==> run_1/drive_strength.png <==
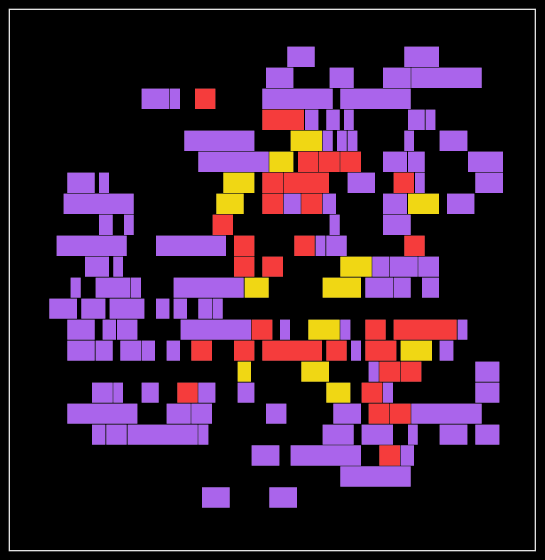
==> run_1/met1.png <==
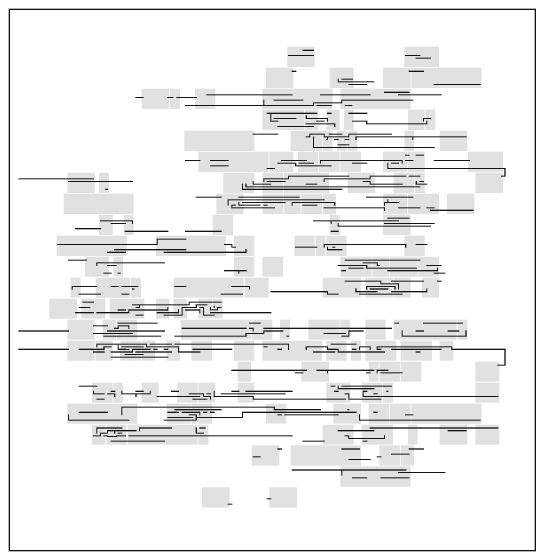
==> run_1/met2.png <==
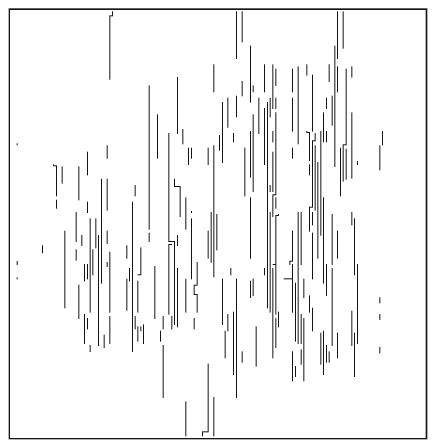
==> run_1/final_congestion.png <==
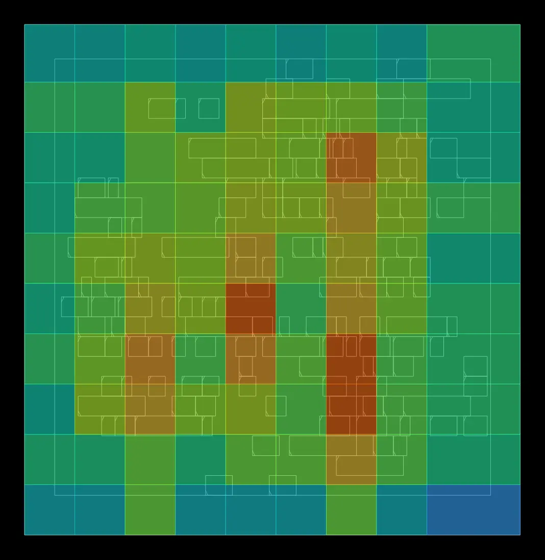
==> config.mk <==
export PLATFORM = sky130hd
export DESIGN_NAME = univ_shift_reg
export DESIGN_NICKNAME = d
export VERILOG_FILES = /design/src/rtl/univ_shift_reg.sv
export SDC_FILE = /design/constraint.sdc
export NUM_CORES = 1
export LEC_CHECK = 0
export CAP_MARGIN = 30
export CORE_AREA = 4 4 64 66
export CTS_CLUSTER_SIZE = 28
export DETAILED_ROUTE_END_ITERATION = 10
export DIE_AREA = 0 0 68 70
export PLACE_DENSITY_LB_ADDON = 0.1
export SYNTH_ARGS = -nofsm -noshare
export SYNTH_HDL_FRONTEND = slang
export SYNTH_SLANG_ARGS = --single-unit
==> constraint.sdc <==
create_clock -name clk -period 2 [get_ports clk]
set_input_delay 0.6 -clock clk [delete_from_list [all_inputs] [get_ports clk]]
set_output_delay 0.6 -clock clk [all_outputs]
set_load 0.02 [all_outputs]
==> run notes, run 1 <==
flow finished, numbers: Adder Share, Synth 2.43%, outcome completed, CP peak stage delay 620 ps, sw power 0.920 mW, chip width 68 um, final net count 168, Post-synth top flop dfrtp_1, Synth mux share 14.6%, Max Used Layer met4, Post-synth seq share 36.4%, antenna violations before repair 0, Via density 4.56, crit path kind reg -> out, length of routed met3 wiring 119 um, P_comb 1.49 mW, die height 70 um, placed instance count 194, crit-path cells clkdlybuf4s50_1, slowest CP cell clkdlybuf4s50_1, leakage 0.666 nW, CTS resizes 3, total of max-cap violations 0, 1st-iter DRT viols 30, combinational power share 65.7%, CORE AREA 3580 um^2, sw frac 40.5%, tool warnings 27, Met2 Routed Length 1.15 mm, layout inverter count without the clock tree 8, Place WS -420 ps, RSZ-0062 raised after global routing no, Max Clk Rate 524 MHz, ao+oa area frac 23.7%, worst-margin pin slew 295 ps
About drive_strength.png:
size	color	cells	share
drive 3 to 4	red	31	21%
drive 1 or less	purple	106	71%
drive 2	yellow	13	8.7%
final setup margin: 92.1 ps
Signal buffers: 44
Final Cell Area: 1480 um^2

About met1.png:
nets with wire on the layer	146
longest straight run	22.5 um
main direction	horizontal
routed vias: 902
grt met1 use: 16.4%

About met2.png:
longest straight run	33.7 um
wire length on this layer	1150 um
share of all routed wire	45%
nets with wire on the layer	140
M2 GR Usage: 17.7%
Post-Route WL: 2.54 mm

About final_congestion.png:
global routing's busiest layer: met2
grt met3 use: 2.57%
Tot GR Track Use: 11.8%
Routed wire per std cell: 12.8 um

==> run 1 -> run 2 <==
--- a/config.mk
+++ b/config.mk
@@ -10,7 +10,8 @@
 export CTS_CLUSTER_SIZE = 28
 export DETAILED_ROUTE_END_ITERATION = 10
 export DIE_AREA = 0 0 68 70
-export PLACE_DENSITY_LB_ADDON = 0.1
+export PLACE_DENSITY = 0.59
 export SYNTH_ARGS = -nofsm -noshare
 export SYNTH_HDL_FRONTEND = slang
 export SYNTH_SLANG_ARGS = --single-unit
+export TNS_END_PERCENT = 20
==> run_2/met2.png <==
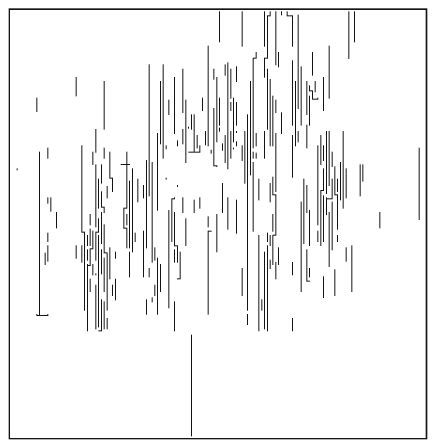
share of all routed wire	47%
main direction	vertical
longest straight run	32.0 um
wire length on this layer	1240 um
nets with wire on the layer	147
routed vias: 952
M2 GR Usage: 19.7%
Post-Route WL: 2.64 mm

==> run 2 against run 1 <==
  * Synthesized cell count stayed put
  * Clock-buffer cell count stayed put
  * Flip-flop count unchanged
  * Hold slack improved by 6.5 ps
  * Wire length up 4.0%
  * Clock power barely moved
  * Final cell count shrank 0.51%
  * Register-to-register slack worse by 40 ps
==> run notes, run 2 <==
flow finished, numbers: outcome completed, RSZ-0062 raised after global routing no, Final Cell Area 1470 um^2 (-1.0%), Via density 4.83 (+6.1%), CORE AREA 3580 um^2 (unchanged), tool warnings 27 (unchanged), crit-path cells dlygate4sd2_1 -> or3_4 -> a41o_4 -> a21oi_4 -> o21ai_2 -> mux2_4, grt met3 use 3.38% (+0.80 points), Met2 Routed Length 1.24 mm (+8.2%), Signal buffers 43 (-2.3%), length of routed met3 wiring 151 um (+27%), chip width 68 um (unchanged), sw power 0.935 mW (+1.6%), layout inverter count without the clock tree 8 (unchanged), Adder Share, Synth 2.43% (unchanged), Post-synth top flop dfrtp_1, sw frac 41.0% (+0.58 points), leakage 0.645 nW (-3.0%), CTS resizes 3 (unchanged), placed instance count 193 (-0.52%), Max Used Layer met4
Power and IR drop assume default switching activity.
